**config.mk**
```make
export PLATFORM = sky130hd
export DESIGN_NAME = exu_lsu_flat
export DESIGN_NICKNAME = d
export VERILOG_FILES = /design/src/rtl/exu_lsu_if.sv /design/src/rtl/exu_lsu.sv /design/src/flat_wrapper.sv
export SDC_FILE = /design/constraint.sdc
export NUM_CORES = 1
export LEC_CHECK = 0
export ABC_AREA = 1
export ABC_CLOCK_PERIOD_IN_PS = 9650
export CAP_MARGIN = 20
export CORE_MARGIN = 2
export CORE_UTILIZATION = 46
export DETAILED_ROUTE_END_ITERATION = 7
export PLACE_DENSITY = 0.86
export SETUP_SLACK_MARGIN = 0.15
export SYNTH_ARGS = -nofsm -noshare
export SYNTH_HDL_FRONTEND = slang
export SYNTH_SLANG_ARGS = --single-unit
export TNS_END_PERCENT = 100
```
**constraint.sdc**
```tcl
create_clock -name clk -period 9.65 [get_ports clk]
set_clock_uncertainty 0.15 [all_clocks]
set_input_delay 1.4475 -clock clk [delete_from_list [all_inputs] [get_ports clk]]
set_output_delay 1.4475 -clock clk [all_outputs]
set_load 0.03 [all_outputs]
```
**src/rtl/exu_lsu_if.sv**
```systemverilog
// Core data-memory bus between the load/store unit (master) and the memory side (slave).
interface exu_lsu_if #(
   parameter int AW = 32,
   parameter int DW = 32
);
   logic          o_mem_req;
   logic          i_mem_gnt;
   logic [AW-1:0] o_mem_adr;
   logic [DW-1:0] o_mem_wdat;
   logic [3:0]    o_mem_wen;
   logic          o_mem_ren;
   logic          i_mem_rvld;
   logic [DW-1:0] i_mem_rdat;
   logic          i_mem_err;

   modport master (
      output o_mem_req, o_mem_adr, o_mem_wdat, o_mem_wen, o_mem_ren,
      input  i_mem_gnt, i_mem_rvld, i_mem_rdat, i_mem_err
   );

   modport slave (
      input  o_mem_req, o_mem_adr, o_mem_wdat, o_mem_wen, o_mem_ren,
      output i_mem_gnt, i_mem_rvld, i_mem_rdat, i_mem_err
   );
endinterface

```
**src/rtl/exu_lsu.sv**
```systemverilog
// Single-outstanding load/store unit between the AGU handshake and the data-memory bus.
// Optional response timeout is enabled by defining CIRNO_LSU_TIMEOUT_EN.
module exu_lsu #(
   parameter int AW     = 32,
   parameter int DW     = 32,
   parameter int TO_CYC = 255,
   parameter int TO_W   = 8
) (
   input  logic          clk,
   input  logic          rst,
   input  logic          hs_ag4ls_val,
   output logic          hs_ls4ag_rdy,
   input  logic [AW-1:0] i_ls_adr,
   input  logic [DW-1:0] i_ls_wdat,
   input  logic [3:0]    i_ls_wen,
   input  logic          i_ls_ren,
   output logic [DW-1:0] o_ls_rdat,
   output logic          o_ls_err,
   exu_lsu_if.master     mem,
   output logic          o_busy
);

   typedef enum logic [1:0] {IDLE, REQ, RSP, DONE} state_t;

   state_t        state;
   state_t        state_nxt;
   logic [AW-3:0] adr_q;
   logic [DW-1:0] wdat_q;
   logic [3:0]    wen_q;
   logic          ren_q;
   logic [DW-1:0] rdat_q;
   logic          err_q;
   logic          mem_op;
   logic          accept;
   logic          rsp_take;
   logic          to_hit;
   logic          unused_adr_lo;

   assign mem_op        = i_ls_ren | (|i_ls_wen);
   assign accept        = (state == IDLE) && hs_ag4ls_val && mem_op;
   assign rsp_take      = (state == RSP) && mem.i_mem_rvld;
   assign unused_adr_lo = ^i_ls_adr[1:0];

`ifdef CIRNO_LSU_TIMEOUT_EN
   logic [TO_W-1:0] to_cnt;

   // Count silent RSP cycles; REQ always precedes RSP, so clearing there covers entry.
   always_ff @(posedge clk or posedge rst) begin
      if (rst) begin
         to_cnt <= '0;
      end else if (state == REQ) begin
         to_cnt <= '0;
      end else if ((state == RSP) && !mem.i_mem_rvld) begin
         to_cnt <= to_cnt + 1'b1;
      end
   end

   assign to_hit = (state == RSP) && !mem.i_mem_rvld && (to_cnt == TO_W'(TO_CYC - 1));
`else
   logic [TO_W-1:0] unused_to;

   assign unused_to = TO_W'(TO_CYC);
   assign to_hit    = 1'b0;
`endif

   always_ff @(posedge clk or posedge rst) begin
      if (rst) begin
         state  <= IDLE;
         adr_q  <= '0;
         wdat_q <= '0;
         wen_q  <= '0;
         ren_q  <= 1'b0;
         rdat_q <= '0;
         err_q  <= 1'b0;
      end else begin
         state <= state_nxt;
         if (accept) begin
            adr_q  <= i_ls_adr[AW-1:2];
            wdat_q <= i_ls_wdat;
            wen_q  <= i_ls_wen;
            // A request carrying both strobes is executed as a write.
            ren_q  <= i_ls_ren & ~(|i_ls_wen);
         end
         if (rsp_take) begin
            rdat_q <= (|wen_q) ? '0 : mem.i_mem_rdat;
            err_q  <= mem.i_mem_err;
         end else if (to_hit) begin
            rdat_q <= '0;
            err_q  <= 1'b1;
         end
      end
   end

   always_comb begin
      state_nxt = state;
      unique case (state)
         IDLE: if (accept) state_nxt = REQ;
         REQ:  if (mem.i_mem_gnt) state_nxt = RSP;
         RSP:  if (rsp_take || to_hit) state_nxt = DONE;
         DONE: state_nxt = IDLE;
         default: state_nxt = IDLE;
      endcase
   end

   always_comb begin
      hs_ls4ag_rdy   = 1'b0;
      o_ls_rdat      = '0;
      o_ls_err       = 1'b0;
      mem.o_mem_req  = 1'b0;
      mem.o_mem_adr  = '0;
      mem.o_mem_wdat = '0;
      mem.o_mem_wen  = '0;
      mem.o_mem_ren  = 1'b0;
      unique case (state)
         IDLE: begin
            // Non-memory instructions share the execute handshake and complete at once.
            if (hs_ag4ls_val && !mem_op) hs_ls4ag_rdy = 1'b1;
         end
         REQ: begin
            mem.o_mem_req  = 1'b1;
            mem.o_mem_adr  = {adr_q, 2'b00};
            mem.o_mem_wdat = wdat_q;
            mem.o_mem_wen  = wen_q;
            mem.o_mem_ren  = ren_q;
         end
         DONE: begin
            hs_ls4ag_rdy = 1'b1;
            o_ls_rdat    = rdat_q;
            o_ls_err     = err_q;
         end
         default: ;
      endcase
   end

   assign o_busy = (state != IDLE);

endmodule

```
**src/flat_wrapper.sv**
```systemverilog
// flat-port wrapper written by rule: the top's interface ports become plain ports
module exu_lsu_flat 
#(
   parameter int AW     = 32,
   parameter int DW     = 32,
   parameter int TO_CYC = 255,
   parameter int TO_W   = 8
)
  (clk, rst, hs_ag4ls_val, hs_ls4ag_rdy, i_ls_adr, i_ls_wdat, i_ls_wen, i_ls_ren, o_ls_rdat, o_ls_err, o_busy, mem_o_mem_req, mem_o_mem_adr, mem_o_mem_wdat, mem_o_mem_wen, mem_o_mem_ren, mem_i_mem_gnt, mem_i_mem_rvld, mem_i_mem_rdat, mem_i_mem_err);
  exu_lsu_if #(.AW(AW), .DW(DW)) mem_i ();
  input  logic clk;
  input  logic rst;
  input  logic hs_ag4ls_val;
  output logic hs_ls4ag_rdy;
  input  logic [AW-1:0] i_ls_adr;
  input  logic [DW-1:0] i_ls_wdat;
  input  logic [3:0] i_ls_wen;
  input  logic i_ls_ren;
  output logic [DW-1:0] o_ls_rdat;
  output logic o_ls_err;
  output logic o_busy;
  output wire logic [$bits(mem_i.o_mem_req)-1:0] mem_o_mem_req;
  output wire logic [$bits(mem_i.o_mem_adr)-1:0] mem_o_mem_adr;
  output wire logic [$bits(mem_i.o_mem_wdat)-1:0] mem_o_mem_wdat;
  output wire logic [$bits(mem_i.o_mem_wen)-1:0] mem_o_mem_wen;
  output wire logic [$bits(mem_i.o_mem_ren)-1:0] mem_o_mem_ren;
  input wire logic [$bits(mem_i.i_mem_gnt)-1:0] mem_i_mem_gnt;
  input wire logic [$bits(mem_i.i_mem_rvld)-1:0] mem_i_mem_rvld;
  input wire logic [$bits(mem_i.i_mem_rdat)-1:0] mem_i_mem_rdat;
  input wire logic [$bits(mem_i.i_mem_err)-1:0] mem_i_mem_err;
  assign mem_o_mem_req = mem_i.o_mem_req;
  assign mem_o_mem_adr = mem_i.o_mem_adr;
  assign mem_o_mem_wdat = mem_i.o_mem_wdat;
  assign mem_o_mem_wen = mem_i.o_mem_wen;
  assign mem_o_mem_ren = mem_i.o_mem_ren;
  assign mem_i.i_mem_gnt = mem_i_mem_gnt;
  assign mem_i.i_mem_rvld = mem_i_mem_rvld;
  assign mem_i.i_mem_rdat = mem_i_mem_rdat;
  assign mem_i.i_mem_err = mem_i_mem_err;
  exu_lsu #(.AW(AW), .DW(DW), .TO_CYC(TO_CYC), .TO_W(TO_W)) u_core (.clk(clk), .rst(rst), .hs_ag4ls_val(hs_ag4ls_val), .hs_ls4ag_rdy(hs_ls4ag_rdy), .i_ls_adr(i_ls_adr), .i_ls_wdat(i_ls_wdat), .i_ls_wen(i_ls_wen), .i_ls_ren(i_ls_ren), .o_ls_rdat(o_ls_rdat), .o_ls_err(o_ls_err), .mem(mem_i), .o_busy(o_busy));
endmodule
```
==> run_results.csv, run 1 <==
group,metric,value,unit
route,route.vias.total,4684,
timing,setup-tns-final,0,ns
timing,setup_viol,0,
setup_path,slowest_delay,0.72,ns
route,detailed_route_drc_error_count,0,
placed_design,numPortBuffers,207,
timing,hold_violations,0,
die,floorplan.die_area,11800,µm²
synthesis,post-synth-top-area-cell,"sky130_fd_sc_hd__dfrtp_1",
placed_design,place.gp.congestion,0.788,
placed_design,dp.final_hpwl,8750,µm
setup_path,critPathRequiredTime,8.05,ns
die,design.portCount,212,
route,drt_pre_antenna_iters,4,
cells_and_area,n_antenna_cell,0,
cells_and_area,final_net_count,977,
clocking,numClockSinks,102,
synthesis,topCellsByArea,"sky130_fd_sc_hd__dfrtp_1, sky130_fd_sc_hd__nand2_1, sky130_fd_sc_hd__inv_1",
clocking,clock_latency,0.35,ns
synthesis,top_area_frac,0.508,
setup_path,critical_path.n_buffers_inverters,2,
worst_hold_path,hold_crit_start,"u_core.adr_q[27]",
cells_and_area,final_layout_top_logic_cell,"sky130_fd_sc_hd__nand2_1",
synthesis,ys_seq_share,0.508,
setup_path,crit_path_max_fanout,2,
cells_and_area,final.fill_count,918,
setup_path,crit_path_cell_trace,"clkdlybuf4s50_1 > nor2_2 > nand3_2 > nor2_1 > nor2_1 > nor2_1 > clkdlybuf4s50_1",
timing,timing.final.crit_share,0.484,
clocking,tritoncts,"built",
clocking,ctsHoldBuffers,0,
timing,period_minus_slack,4.67,ns
cells_and_area,instances_no_fill,1011,
pwr,power-per-cell-area,253,nW/µm²
timing,timing_max_transition_violations_final,0,
pwr,comb_power_share,0.491,
synthesis,ys_area,5020,µm²
worst_hold_path,hp-class,"reg -> reg",
die,die_h,109,µm
setup_path,cp_common_cell,"sky130_fd_sc_hd__nor2_1",
status,run_status,"finished clean",
clocking,htree_num_levels,3,
job,drv.max_cap_violation_count,0,
pwr,leakage_power_of_the_design,0.00405,µW
die,core_region,10700,µm²
clocking,cts_resized,0,
setup_path,startpoint_of_the_worst_slack_reg_to_reg_timing_path,"u_core.state[0]",
pwr,power.sequential.fraction,0.368,
grt,via_count_of_the_first_global_routing_pass,4395,
die,rows,38,
synthesis,syn_inst,683,
clocking,total_clock_buffers_created_by_cts,9,
synthesis,ys_seq_elements,102,
die,floorplan.die.width,109,µm
clocking,post_cts_repair_timing_setup_buffer_count,0,
timing,rsz0062_at_grt,"no",
setup_path,worstSetupStartpoint,"i_ls_wen[2]",
cells_and_area,leading_cell_types_in_the_layout_fill_and_taps_excluded,"sky130_fd_sc_hd__nand2_1, sky130_fd_sc_hd__clkdlybuf4s50_1, sky130_fd_sc_hd__inv_1",
timing,tightestPinTransition,0.729,ns
job,stage_log_warnings,31,
synthesis,ys_cells,683,
route,route.antenna.remaining_nets,0,
cells_and_area,layout.area.comb,1780,µm²
grt,grt_first_pass_wirelength,20900,µm
cells_and_area,seqCellArea,2550,µm²
route,vias_per_cell,4.63,
setup_path,cpLargestDelayFamily,"buffers and inverters",
setup_path,crit_slowest_cell,"sky130_fd_sc_hd__clkdlybuf4s50_1",
pwr,power,1840,µW
cells_and_area,share_of_final_layout_standard_cells_stronger_than_drive_strength_1,0.0367,
pwr,switching_share,0.432,
die,core_util_floorplan,0.468,
clocking,clkSlewWorstSetupHoldPaths,0.10,ns
route,drt_iter0_drc,375,
synthesis,synth.cell_area,5020,µm²
grt,global_route_total_overflow,0,
timing,max_clock_freq,214,MHz
setup_path,endpoint_type_of_the_worst_setup_path,"output pin",
setup_path,cp_data_arrival_time,3.07,ns
pwr,peakVddDrop,0.134,mV
synthesis,synth_area_per_cell,7.36,µm²
grt,pin_count_of_the_biggest_net_entering_global_routing,70,
timing,max_slew_margin,0.514,
pwr,power.internal,1040,µW
synthesis,yosysWarnings,0,
pwr,pwr-share-clk,0.140,
placed_design,number_of_placed_instances_taps_included,994,
pwr,switchingPower,794,µW
route,drt-total-wl,13000,µm
setup_path,setup.worst_path.start_class,"input pin",
setup_path,setup.reg_to_reg.worst_slack,7.62,ns
grt,antenna_found_initial,0,
clocking,clk_path_buf_depth,2,
synthesis,netlist-cell-type-count,20,
setup_path,timing_worst_setup_path_type,"in -> out",
clocking,clk_root_buffer_cell,"sky130_fd_sc_hd__clkbuf_8",
cells_and_area,area_growth_syn_to_layout,44.5,%
[run 1: synthesized netlist by cell type, drive strengths merged]
cell / count
a21oi: 3
buf: 32
clkbuf: 12
conb: 1
dfrtp: 102
ha: 4
inv: 113
nand2: 306
nand3: 68
nor2: 8
nor3: 1
o21ai: 32
o22ai: 1
[run 1: per-stage QoR]
stage,cell area (µm²),worst slack [ns],hold WS [ns]
after floorplan,5030,5.38,0.292
after global placement,7060,4.99,0.304
after detailed placement,7060,4.98,0.308
after CTS,7250,4.97,0.330
after global routing,7260,4.83,0.344
final,7260,4.98,0.327
[run 1: power by group through the flow]
stage | combinational (µW) | sequential (µW) | clock (µW)
floorplan | 604 | 662 | 0
global placement | 890 | 675 | 0
detailed placement | 908 | 682 | 0
CTS | 910 | 675 | 263
global route | 996 | 697 | 284
finish | 902 | 676 | 257
[run 1: sequential cells by signal (all words and copies together), names as in the netlist]
signal         count
u_core.err_q       1
u_core.rdat_q     32
u_core.wdat_q     32
u_core.state       2
u_core.ren_q       1
u_core.wen_q       4
u_core.adr_q      30
[run 1: worst min-delay path, stage by stage, from the launching register on]
cell and delay [ns]:
sky130_fd_sc_hd__dfrtp_1 0.35, sky130_fd_sc_hd__nand2_1 0.05, sky130_fd_sc_hd__nand2_1 0.04
[run 1: area by class of cell]
cell class / count / share of cell area
multi-input combinational: 425 / 0.245
timing repair buffer: 215 / 0.295
inverter: 113 / 0.0588
tap: 140 / 0.0241
sequential: 102 / 0.352
clock buffer: 13 / 0.0233
clock inverter: 3 / 0.00241
[run 1: routing by layer]
layer / global-route usage / part of all wire
met1: 0.277 / 0.41
met2: 0.367 / 0.47
met3: 0.0759 / 0.097
met4: 0.0833 / 0.020
met5: 0 / 0
[run 1: worst paths after layout]
| path | to | cells after the start |
|---|---|---|
| setup / recovery | hs_ls4ag_rdy | 7 |
| setup reg to reg | u_core.wen_q[0] | 8 |
| hold reg to reg | u_core.adr_q[27] | 2 |
| hold / removal | u_core.adr_q[27] | 2 |
| max in group asynchronous | u_core.wdat_q[4] | 3 |
| min in group asynchronous | u_core.adr_q[12] | 2 |
[run 1: logic make-up (layout without fill, tap and decap cells)]
family | count (synthesis) | count (layout) | synth area share
buffers and inverters | 157 | 344 | 0.139
other | 1 | 2 | 0.000746
flip-flops | 102 | 102 | 0.508
AND-OR/OR-AND | 36 | 36 | 0.0361
AND/OR/NAND/NOR | 383 | 383 | 0.306
adder cells (fa/ha/maj) | 4 | 4 | 0.00996
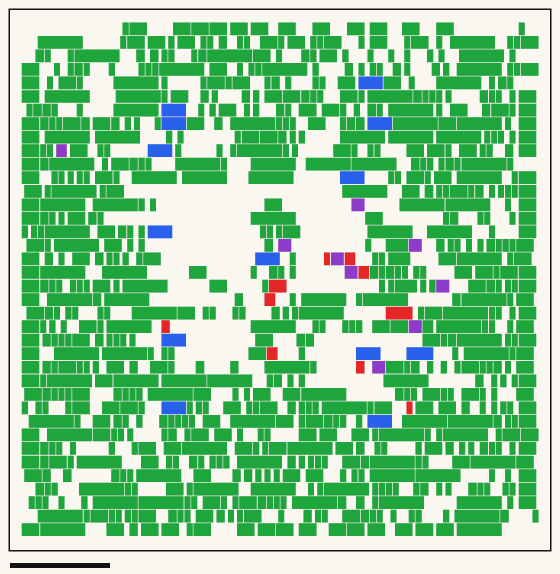
run_1/sizes.png
Scale bar: 20 µm.
legend:
  blue:
    size: _6 and larger
    cells: 13
    share: 1.5%
    most_used: clkbuf_8
  green:
    size: _0 and _1 cells
    cells: 839
    share: 96%
    most_used: nand2_1
  red:
    size: _2 cells
    cells: 10
    share: 1.1%
  purple:
    size: _3 and _4 cells
    cells: 9
    share: 1.0%
    most_used: buf_4

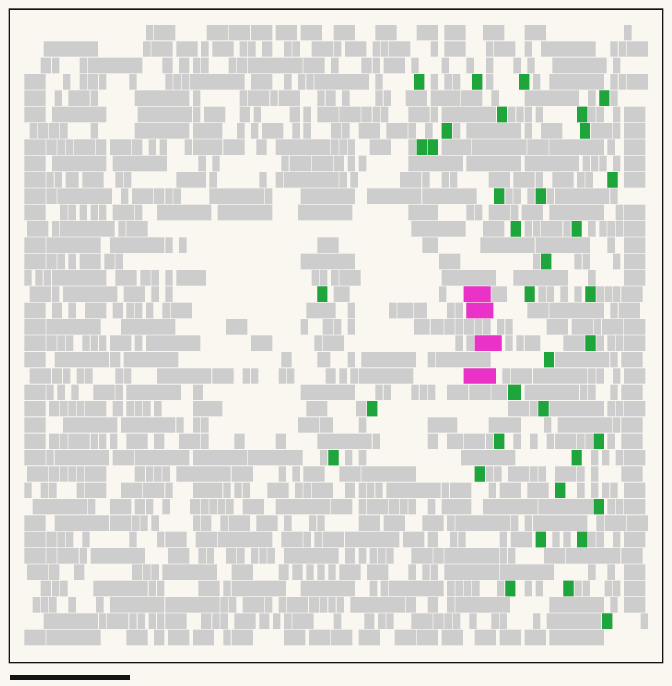
run_1/logic_types.png
Scale bar: 20 µm.
legend:
  magenta:
    family: adder and majority cells
    cells: 4
    most_used: ha_1
    where: right middle
  green:
    family: inverting AOI/OAI gates
    cells: 36
    most_used: o21ai_0

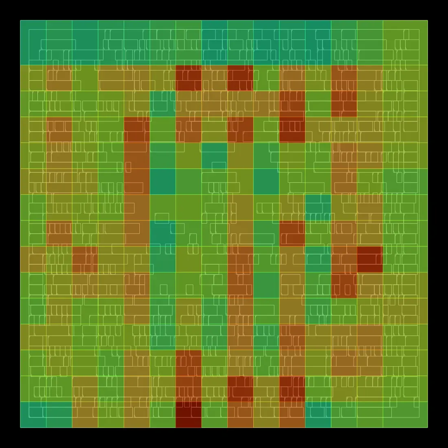
run_1/congestion.png
Util after Layout: 0.676
met3 routing resource usage after global routing: 0.0759
drt wl/cell: 12.8 µm
met2 Track Usage GR: 0.367
all-layer global routing usage: 0.225

run_1/flops_by_reg.png
Scale bar: 20 µm. Other sequential cells in the stronger gray, the rest of the logic in the fainter gray.
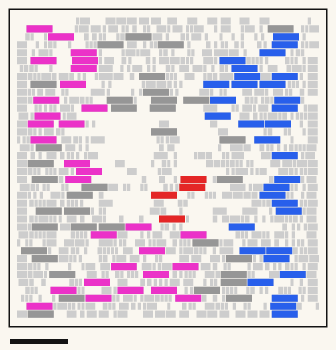

## Run 2: what changed since run 1
Settings changed: ABC_CLOCK_PERIOD_IN_PS 9650 to 3800, CORE_UTILIZATION 46 to 39, PLACE_DENSITY 0.86 to 0.77.
Clock period 9.65 ns to 3.8 ns, I/O delays scaled along.
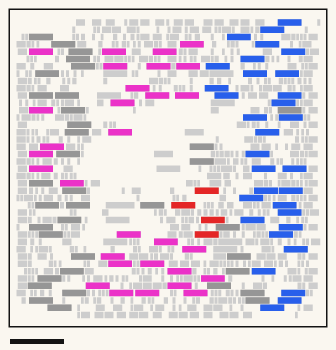
run_2/flops_by_reg.png
Scale bar: 20 µm. Other sequential cells in the stronger gray, the rest of the logic in the fainter gray.
legend:
  blue:
    name_in_the_netlist: u_core.rdat_q
    sequential_cells: 32
    where: a column on the right
  red:
    name_in_the_netlist: u_core.wen_q
    sequential_cells: 4
  magenta:
    name_in_the_netlist: u_core.adr_q
    sequential_cells: 30
not colored: 36
Util after Layout: 0.591
Flop+latch power: 1720 µW
proportion of cell area occupied by registers: 0.342
area occupied by registers: 2550 µm²

==> run 2 against run 1 <==
Non-clock buffer count increased by 3. Global-route usage decreased by 2.6 points. Cell count increased by 3.5%. Combinational power increased to 2.6 times the previous value. Clock-buffer cell count decreased by 3. Hold slack got worse by 0.0064 ns. First-iteration DRC count decreased by 26%. Sequential power increased to 2.5 times the previous value. Critical path type is now reg -> out. Largest cell class unchanged.
==> run_results.csv, run 2 <==
group,metric,value,unit
status,run_status,"finished clean",
clocking,clock_latency,0.34,ns
setup_path,crit_slowest_cell,"sky130_fd_sc_hd__clkdlybuf4s50_1",
synthesis,postSynth.asyncResetShare,1.00,
synthesis,top_area_frac,0.508,
worst_hold_path,hp-class,"reg -> reg",
synthesis,ys_cells,683,
grt,global_route_total_overflow,0,
synthesis,ys_area,5020,µm²
timing,rsz0062_at_grt,"no",
setup_path,cp_common_cell,"sky130_fd_sc_hd__inv_1",
timing,timing_max_transition_violations_final,0,
timing,setup-tns-final,0,ns
setup_path,setup.worst_path.start_class,"flip-flop",
cells_and_area,final_layout_top_logic_cell,"sky130_fd_sc_hd__nand2_1",
synthesis,synth_area_per_cell,7.36,µm²
synthesis,ys_top_cells_by_count,"sky130_fd_sc_hd__nand2_1, sky130_fd_sc_hd__inv_1, sky130_fd_sc_hd__dfrtp_1",
synthesis,synth.cell_area,5020,µm²
die,die_h,117,µm
setup_path,crit_path_max_fanout,24,
cells_and_area,final.fill_count,1199,
synthesis,ys_seq_elements,102,
synthesis,netlist-cell-type-count,20,
route,route.antenna.remaining_nets,0,
pwr,leakage_power_of_the_design,0.00412,µW
grt,track_usage,0.199,
timing,max_clock_freq,347,MHz
timing,timing.final.crit_share,0.758,
clocking,clk_root_buffer_cell,"sky130_fd_sc_hd__clkbuf_16",
route,drt-total-wl,13400,µm
placed_design,place.gp.congestion,0.814,
die,floorplan.die.width,117,µm
grt,grt_first_pass_wirelength,22700,µm
die,core_util_floorplan,0.398,
setup_path,slowest_delay,0.68,ns
worst_hold_path,hold_crit_start,"u_core.adr_q[2]",
setup_path,cp_data_arrival_time,2.16,ns
route,drt_iter0_drc,279,
setup_path,crit_path_cell_trace,"inv_1 > ha_2 > buf_4 > nand2_1 > inv_1 > clkdlybuf4s50_1",
synthesis,enable_flop_cells,0,
pwr,power-per-cell-area,665,nW/µm²
setup_path,critPathRequiredTime,3.08,ns
synthesis,yosys_most_used_dff,"sky130_fd_sc_hd__dfrtp_1",
synthesis,topCellsByArea,"sky130_fd_sc_hd__dfrtp_1, sky130_fd_sc_hd__nand2_1, sky130_fd_sc_hd__inv_1",
clocking,tritoncts,"built",
placed_design,dpl-instance-area,7140,µm²
route,detailed_route_drc_error_count,0,
cells_and_area,layout.area.comb,1780,µm²
clocking,ctsHoldBuffers,0,
synthesis,post-synth-top-count-cell,"sky130_fd_sc_hd__nand2_1",
grt,via_count_of_the_first_global_routing_pass,4686,
clocking,cts_resized,0,
timing,tightestPinTransition,0.685,ns
setup_path,timing_worst_setup_path_type,"reg -> out",
timing,setup_viol,0,
cells_and_area,final_net_count,980,
timing,max_slew_margin,0.544,
setup_path,startpoint_of_the_worst_slack_reg_to_reg_timing_path,"u_core.state[0]",
grt,pin_count_of_the_biggest_net_entering_global_routing,66,
route,route.vias.total,4787,
grt,antenna_found_initial,0,
setup_path,worst-r2r-cell-count,7,
synthesis,syn_inst,683,
job,drv.max_cap_violation_count,0,
pwr,peakVddDrop,0.324,mV
clocking,numClockSinks,102,
clocking,post_cts_repair_timing_setup_buffer_count,0,
setup_path,endpoint_type_of_the_worst_setup_path,"output pin",
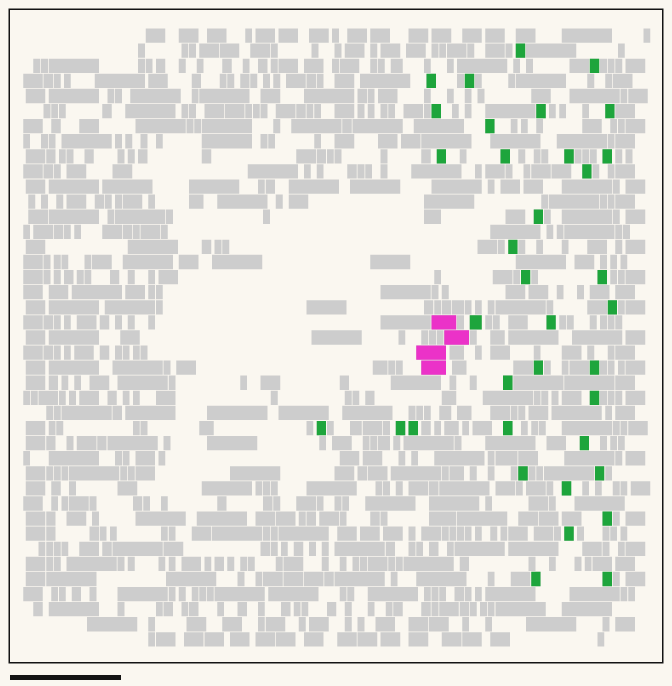
run_2/logic_types.png
Scale bar: 20 µm.
legend:
  green:
    family: inverting AOI/OAI gates
    cells: 36
    most_used: o21ai_0
  magenta:
    family: adder and majority cells
    cells: 4
    most_used: ha_1
share of cell area taken by multi-input logic gates: 0.239
number of non-filler instances in the completed layout: 1046

run 2: cell families after synthesis:
kind of cell             Yosys count  share of synthesized area
AND/OR/NAND/NOR                  383                      0.306
flip-flops                       102                      0.508
adder cells (fa/ha/maj)            4                    0.00996
AND-OR/OR-AND                     36                     0.0361
other                              1                   0.000746
buffers and inverters            157                      0.139
run 2: per-layer routing:
layer	GRT usage	part of all wire	wire length [µm]	vias to the layer above
met5	0	0	0	-
met4	0.0542	0.016	218	0
met3	0.0552	0.074	990	13
met2	0.322	0.47	6220	172
met1	0.263	0.44	5930	2218
li1	-	-	-	2384
run 2: report_power, final:
part	internal, µW	switching (µW)	total [µW]
sequential	1500	223	1720
combinational	882	1430	2310
clock	526	398	924
run 2: cell type report:
class | instances | share of cell area
Tap cell | 172 | 0.0289
Multi-Input combinational cell | 425 | 0.239
Clock inverter | 6 | 0.00822
Clock buffer | 10 | 0.0321
Inverter | 113 | 0.0572
Timing Repair Buffer | 218 | 0.292
Sequential cell | 102 | 0.342
run 2: final timing paths:
check                                          end  slack, ns
worst max-delay path            mem_o_mem_wdat[24]       0.92
worst min-delay path               u_core.adr_q[2]       0.32
worst max register to register     u_core.adr_q[7]       1.61
worst min register to register     u_core.adr_q[2]       0.32
max in group asynchronous         u_core.rdat_q[5]       2.30
min in group asynchronous          u_core.adr_q[8]       0.49
run 2: metrics by stage:
| step | setup slack (ns) | utilization | hold slack, ns | total power, µW | cells |
|---|---|---|---|---|---|
| finish | 0.918 | 0.591 | 0.320 | 4960 | 1046 |
| global route | 0.761 | 0.591 | 0.343 | 5340 | 1046 |
| CTS | 0.882 | 0.590 | 0.325 | 5010 | 1045 |
| detailed placement | 1.04 | 0.566 | 0.308 | 4070 | 1029 |
| global placement | 1.03 | 0.566 | 0.304 | 4020 | 1029 |
| floorplan | 0.405 | - | 0.292 | 3210 | 684 |
run 2: worst max-delay path, delay by kind of cell (launching register included):
kind                     cells  cell delay, ns
buffers and inverters        4            1.11
AND/OR/NAND/NOR              1            0.09
flip-flops                   1            0.41
adder cells (fa/ha/maj)      1            0.20
## Run 3: what changed since run 2
Settings changed: ABC_CLOCK_PERIOD_IN_PS 3800 to 2700, CORE_UTILIZATION 39 to 43, PLACE_DENSITY 0.77 to 0.81.
Clock period 3.8 ns to 2.7 ns, I/O delays scaled along.
==> run 3 against run 2 <==
The run now fails in 6_report. Synthesized cell count is the same. Via count grew 0.52%. Global-route usage grew 1.0 points. First-iteration DRC count grew 13%. Synthesized area is the same. Routed wire length shrank 1.6%. Highest routed layer unchanged.
==> run_results.csv, run 3 <==
group,metric,value,unit
status,run_status,"stopped before the end",
status,failing_step,"6_report",
status,stop_error,"[ERROR RCX-0544] Connection and drawing faults: 2, in 1 nets (warnings RCX-0540 to RCX-0555, RCX-0564 and RCX-0565). The parasitics of these nets may be wrong, so none...",
clocking,clk_root_buffer_cell,"sky130_fd_sc_hd__clkbuf_16",
clocking,clk_path_buf_depth,2,
timing,grt_worst_setup_endpoint,"mem_o_mem_adr[22]",
die,design.portCount,212,
synthesis,ys_seq_elements,102,
clocking,ctsHoldBuffers,0,
synthesis,netlist-cell-type-count,20,
die,core_util_floorplan,0.440,
clocking,numClockSinks,102,
die,die_h,112,µm
die,rows,39,
placed_design,numPortBuffers,207,
synthesis,synth.cell_area,5020,µm²
clocking,total_clock_buffers_created_by_cts,9,
grt,antenna_found_initial,0,
route,drt_iter0_drc,314,
route,drt_pre_antenna_iters,5,
synthesis,syn_inst,683,
synthesis,ys_top_cells_by_count,"sky130_fd_sc_hd__nand2_1, sky130_fd_sc_hd__inv_1, sky130_fd_sc_hd__dfrtp_1",
grt,pin_count_of_the_biggest_net_entering_global_routing,103,
grt,via_count_of_the_first_global_routing_pass,4440,
synthesis,ys_cells,683,
grt,grt_first_pass_wirelength,21800,µm
synthesis,ys_seq_share,0.508,
synthesis,yosys_most_used_dff,"sky130_fd_sc_hd__dfrtp_1",
route,route.vias.total,4812,
placed_design,number_of_placed_instances_taps_included,1002,
synthesis,post-synth-top-count-cell,"sky130_fd_sc_hd__nand2_1",
grt,track_usage,0.209,
die,floorplan.die.width,112,µm
route,drt-total-wl,13100,µm
synthesis,postSynth.asyncResetShare,1.00,
grt,global_route_total_overflow,0,
synthesis,yosysWarnings,0,
placed_design,dp.final_hpwl,9020,µm
synthesis,top_area_frac,0.508,
clocking,htree_num_levels,3,
synthesis,topCellsByArea,"sky130_fd_sc_hd__dfrtp_1, sky130_fd_sc_hd__nand2_1, sky130_fd_sc_hd__inv_1",
synthesis,enable_flop_cells,0,
placed_design,place.gp.congestion,0.795,
synthesis,post-synth-top-area-cell,"sky130_fd_sc_hd__dfrtp_1",
synthesis,synth_area_per_cell,7.36,µm²
route,route.antenna.remaining_nets,0,
timing,worst-endpoint-pin-kind,"primary output",
synthesis,ys_area,5020,µm²
[run 3: logic make-up after synthesis]
kind of cell               Yosys count  share of synthesized area
adders and majority gates            4                    0.00996
and+or+nand+nor                    383                      0.306
AOI/OAI and AO/OA                   36                     0.0361
buffers and inverters              157                      0.139
DFF                                102                      0.508
other                                1                   0.000746
[run 3: layer usage]
layer | track usage | wire, µm | up-vias
li1 | - | - | 2383
met1 | 0.284 | 5670 | 2251
met2 | 0.336 | 6300 | 163
met3 | 0.0491 | 971 | 15
met4 | 0.0650 | 199 | 0
met5 | 0 | 0 | -
[run 3: what timing repair did]
item	in CTS	in global routing
endpoints found under the hold margin	0	0
resized	79	13
setup buffers	0	0
setup endpoints to repair	79	13
[run 3: per-stage QoR]
step | setup WS (ns) | cell area [µm²] | util
after CTS | 0.151 | 7360 | 0.645
after detailed placement | 0.361 | 7150 | 0.626
after floorplan | 0.522 | 5030 | -
after global placement | 0.398 | 7150 | 0.626
after global routing | 0.160 | 7390 | 0.647
## Run 4: what changed since run 3
Settings changed: CORE_UTILIZATION 43 to 40, PLACE_DENSITY 0.81 to not set, PLACE_DENSITY_LB_ADDON set to 0.15, SETUP_SLACK_MARGIN 0.15 to not set.
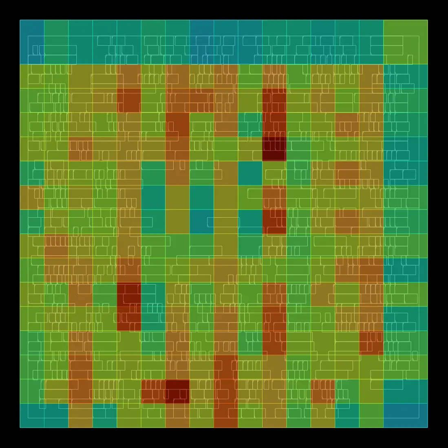
run_4/congestion.png
all-layer global routing usage: 0.200
met3 routing resource usage after global routing: 0.0554
met2 Track Usage GR: 0.327
global route hottest layer: met2

==> run 4 against run 3 <==
The run now ends clean. Via count shrank 0.91%. Synthesized area unchanged. Synthesized cell count stayed put. First-iteration DRC count increased by 17%. Routed wire length is 2.7% higher. Global-route usage decreased by 0.91 points.
==> run_results.csv, run 4 <==
group,metric,value,unit
clocking,ctsHoldBuffers,0,
setup_path,crit_slowest_cell,"sky130_fd_sc_hd__clkdlybuf4s50_1",
placed_design,numPortBuffers,207,
worst_hold_path,hp-class,"reg -> reg",
die,floorplan.die.width,116,µm
synthesis,netlist-cell-type-count,20,
clocking,clk_path_buf_depth,2,
placed_design,dp.final_hpwl,9530,µm
cells_and_area,n_antenna_cell,0,
synthesis,post-synth-top-count-cell,"sky130_fd_sc_hd__nand2_1",
route,vias_per_cell,4.58,
die,core_region,12100,µm²
grt,grt_first_pass_wirelength,21500,µm
die,die_h,116,µm
timing,rsz0062_at_grt,"no",
setup_path,crit_path_max_fanout,10,
die,rows,40,
status,run_status,"finished clean",
route,drt_iter0_drc,366,
cells_and_area,layout.area.comb,1780,µm²
synthesis,ys_cells,683,
synthesis,topCellsByArea,"sky130_fd_sc_hd__dfrtp_1, sky130_fd_sc_hd__nand2_1, sky130_fd_sc_hd__inv_1",
setup_path,cp_data_arrival_time,2.02,ns
grt,pin_count_of_the_biggest_net_entering_global_routing,70,
job,drv.max_cap_violation_count,0,
cells_and_area,seqCellArea,2550,µm²
synthesis,yosys_most_used_dff,"sky130_fd_sc_hd__dfrtp_1",
placed_design,dp_worst_setup_slack,0.299,ns
synthesis,synth.cell_area,5020,µm²
setup_path,worst-r2r-cell-count,8,
cells_and_area,leading_cell_types_in_the_layout_fill_and_taps_excluded,"sky130_fd_sc_hd__nand2_1, sky130_fd_sc_hd__clkdlybuf4s50_1, sky130_fd_sc_hd__inv_1",
grt,via_count_of_the_first_global_routing_pass,4488,
timing,setup-tns-final,0,ns
timing,timing_max_transition_violations_final,0,
timing,period_minus_slack,2.58,ns
pwr,power-per-cell-area,910,nW/µm²
setup_path,endpoint_type_of_the_worst_setup_path,"output pin",
timing,worst_hold_slack,0.321,ns
setup_path,setup.worst_path.start_class,"flip-flop",
clocking,numClockSinks,102,
cells_and_area,final.fill_count,1177,
setup_path,timing_worst_setup_path_type,"reg -> out",
die,floorplan.die_area,13500,µm²
timing,min_setup_slack_post_route,0.121,ns
setup_path,startpoint_of_the_worst_slack_reg_to_reg_timing_path,"u_core.state[0]",
route,route.vias.total,4768,
route,wl_per_cell,13.0,µm
grt,antenna_found_initial,0,
setup_path,worstSetupStartpoint,"u_core.state[1]",
synthesis,ys_seq_elements,102,
synthesis,enable_flop_cells,0,
synthesis,top_area_frac,0.508,
timing,max_slew_margin,0.636,
timing,timing.final.crit_share,0.955,
setup_path,cp_common_cell,"sky130_fd_sc_hd__inv_1",
clocking,clock_latency,0.33,ns
synthesis,ys_area,5020,µm²
synthesis,syn_inst,683,
route,detailed_route_drc_error_count,0,
synthesis,ys_seq_share,0.508,
cells_and_area,layout_top_registers,"u_core.rdat_q x32, u_core.wdat_q x32, u_core.adr_q x30",
setup_path,rr_endpoint,"u_core.ren_q",
pwr,peakVddDrop,0.510,mV
synthesis,synth_area_per_cell,7.36,µm²
timing,hold_violations,0,
clocking,clkSlewWorstSetupHoldPaths,0.06,ns
route,route.antenna.remaining_nets,0,
timing,max_clock_freq,388,MHz
clocking,htree_num_levels,3,
clocking,total_clock_buffers_created_by_cts,9,
synthesis,post-synth-top-area-cell,"sky130_fd_sc_hd__dfrtp_1",
setup_path,crit_path_cell_trace,"inv_1 > ha_2 > buf_4 > nand2_1 > inv_1 > clkdlybuf4s50_1",
clocking,clk_root_buffer_cell,"sky130_fd_sc_hd__clkbuf_16",
cells_and_area,share_of_final_layout_standard_cells_stronger_than_drive_strength_1,0.0401,
setup_path,setup.reg_to_reg.worst_slack,0.67,ns
setup_path,critPathRequiredTime,2.14,ns
timing,setup_viol,0,
route,drt-total-wl,13500,µm
pwr,leakage_power_of_the_design,0.00446,µW
cells_and_area,area_growth_syn_to_layout,47.5,%
route,drt_pre_antenna_iters,5,
grt,global_route_total_overflow,0,
pwr,power,6740,µW
placed_design,place.gp.congestion,0.782,
setup_path,capture_point_of_the_worst_path,"mem_o_mem_wdat[25]",
synthesis,yosysWarnings,0,
timing,tightestPinTransition,0.547,ns
synthesis,ys_top_cells_by_count,"sky130_fd_sc_hd__nand2_1, sky130_fd_sc_hd__inv_1, sky130_fd_sc_hd__dfrtp_1",
clocking,tritoncts,"built",
cells_and_area,final_layout_top_logic_cell,"sky130_fd_sc_hd__nand2_1",
job,stage_log_warnings,31,
setup_path,slowest_delay,0.67,ns
cells_and_area,final_net_count,981,
synthesis,postSynth.asyncResetShare,1.00,
die,design.portCount,212,
die,core_util_floorplan,0.415,
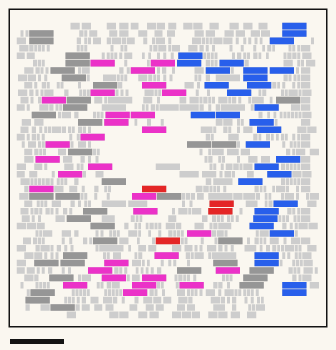
run_4/flops_by_reg.png
Scale bar: 20 µm. Other sequential cells in the stronger gray, the rest of the logic in the fainter gray.
legend:
  magenta:
    name_in_the_netlist: u_core.adr_q
    sequential_cells: 30
  blue:
    name_in_the_netlist: u_core.rdat_q
    sequential_cells: 32
    where: a column on the right
  red:
    name_in_the_netlist: u_core.wen_q
    sequential_cells: 4

run 4: final cells by class:
class	instances	share of cell area
multi-input cells	425	0.240
inverters	113	0.0577
repair buffers	219	0.292
clock buffers	13	0.0365
well taps	168	0.0284
flip-flops and latches	102	0.344
clock inverters	1	0.000675
run 4: worst min path at each step:
stage | to | cells past startpoint | from | slack (ns)
6_report | u_core.adr_q[29] | 2 | u_core.adr_q[29] | 0.32
5_1_grt | u_core.wdat_q[1] | 2 | u_core.wdat_q[1] | 0.34
2_1_floorplan | u_core.adr_q[22] | 2 | u_core.adr_q[22] | 0.29
4_1_cts | u_core.adr_q[25] | 2 | u_core.adr_q[25] | 0.32
3_5_place_dp | u_core.adr_q[29] | 2 | u_core.adr_q[29] | 0.31
3_3_place_gp | u_core.wdat_q[12] | 2 | u_core.wdat_q[12] | 0.30
run 4: what timing repair did:
item	in CTS	in global routing
gates cloned	0	0
gates resized	59	6
buffers inserted	0	0
setup endpoints to repair	59	28
run 4: routing by layer:
layer,GRT usage,vias up,share of wire
li1,-,2377,-
met1,0.262,2218,0.43
met2,0.327,161,0.49
met3,0.0554,12,0.073
met4,0.0563,0,0.012
met5,0,-,0
run 4: through the flow:
step / util / instances / instance area (µm²)
finish: 0.612 / 1041 / 7410
global route: 0.612 / 1041 / 7410
detailed placement: 0.594 / 1027 / 7190
CTS: 0.611 / 1041 / 7390
global placement: 0.594 / 1027 / 7190
floorplan: - / 684 / 5030
run 4: power breakdown:
group	internal, µW	total, µW	switching [µW]
logic	1090	3110	2020
registers	2110	2430	322
clock network	689	1210	517
total	3890	6740	2860
run 4: kinds of logic (layout without fill, tap and decap cells):
logic type      Yosys count  after routing  synth area share
flops                   102            102             0.508
buf+inv                 157            346             0.139
fa+ha+maj                 4              4           0.00996
other cells               1              2          0.000746
compound gates           36             36            0.0361
simple gates            383            383             0.306
run 4: critical path, delay by kind of cell, from the launching register on:
| family | cells | cell delay [ns] |
|---|---|---|
| adders and majority gates | 1 | 0.21 |
| and+or+nand+nor | 1 | 0.07 |
| DFF | 1 | 0.41 |
| buffers and inverters | 4 | 1.00 |

==> screenshots <==
Cells colored by class.
Scale bar: 20 µm.
Plate I
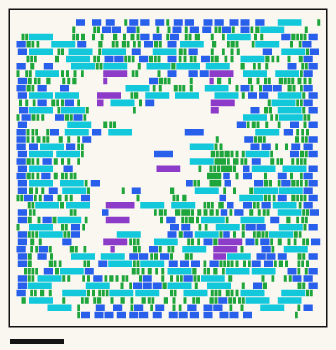
Plate II
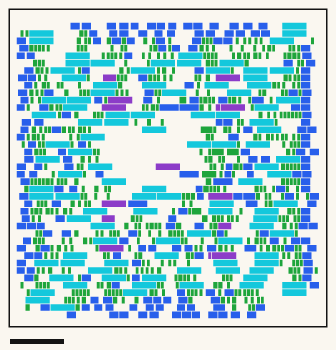
For run 4, see Plate II.
For run 2, see Plate I.

Key to Plate I:
legend:
  blue:
    class: other buffers and delay cells
    cells: 218
  green:
    class: combinational and other logic
    cells: 538
  cyan:
    class: flops
    cells: 102
  purple:
    class: clock drivers and dummy loads
    cells: 16

Power and IR drop assume default switching activity.
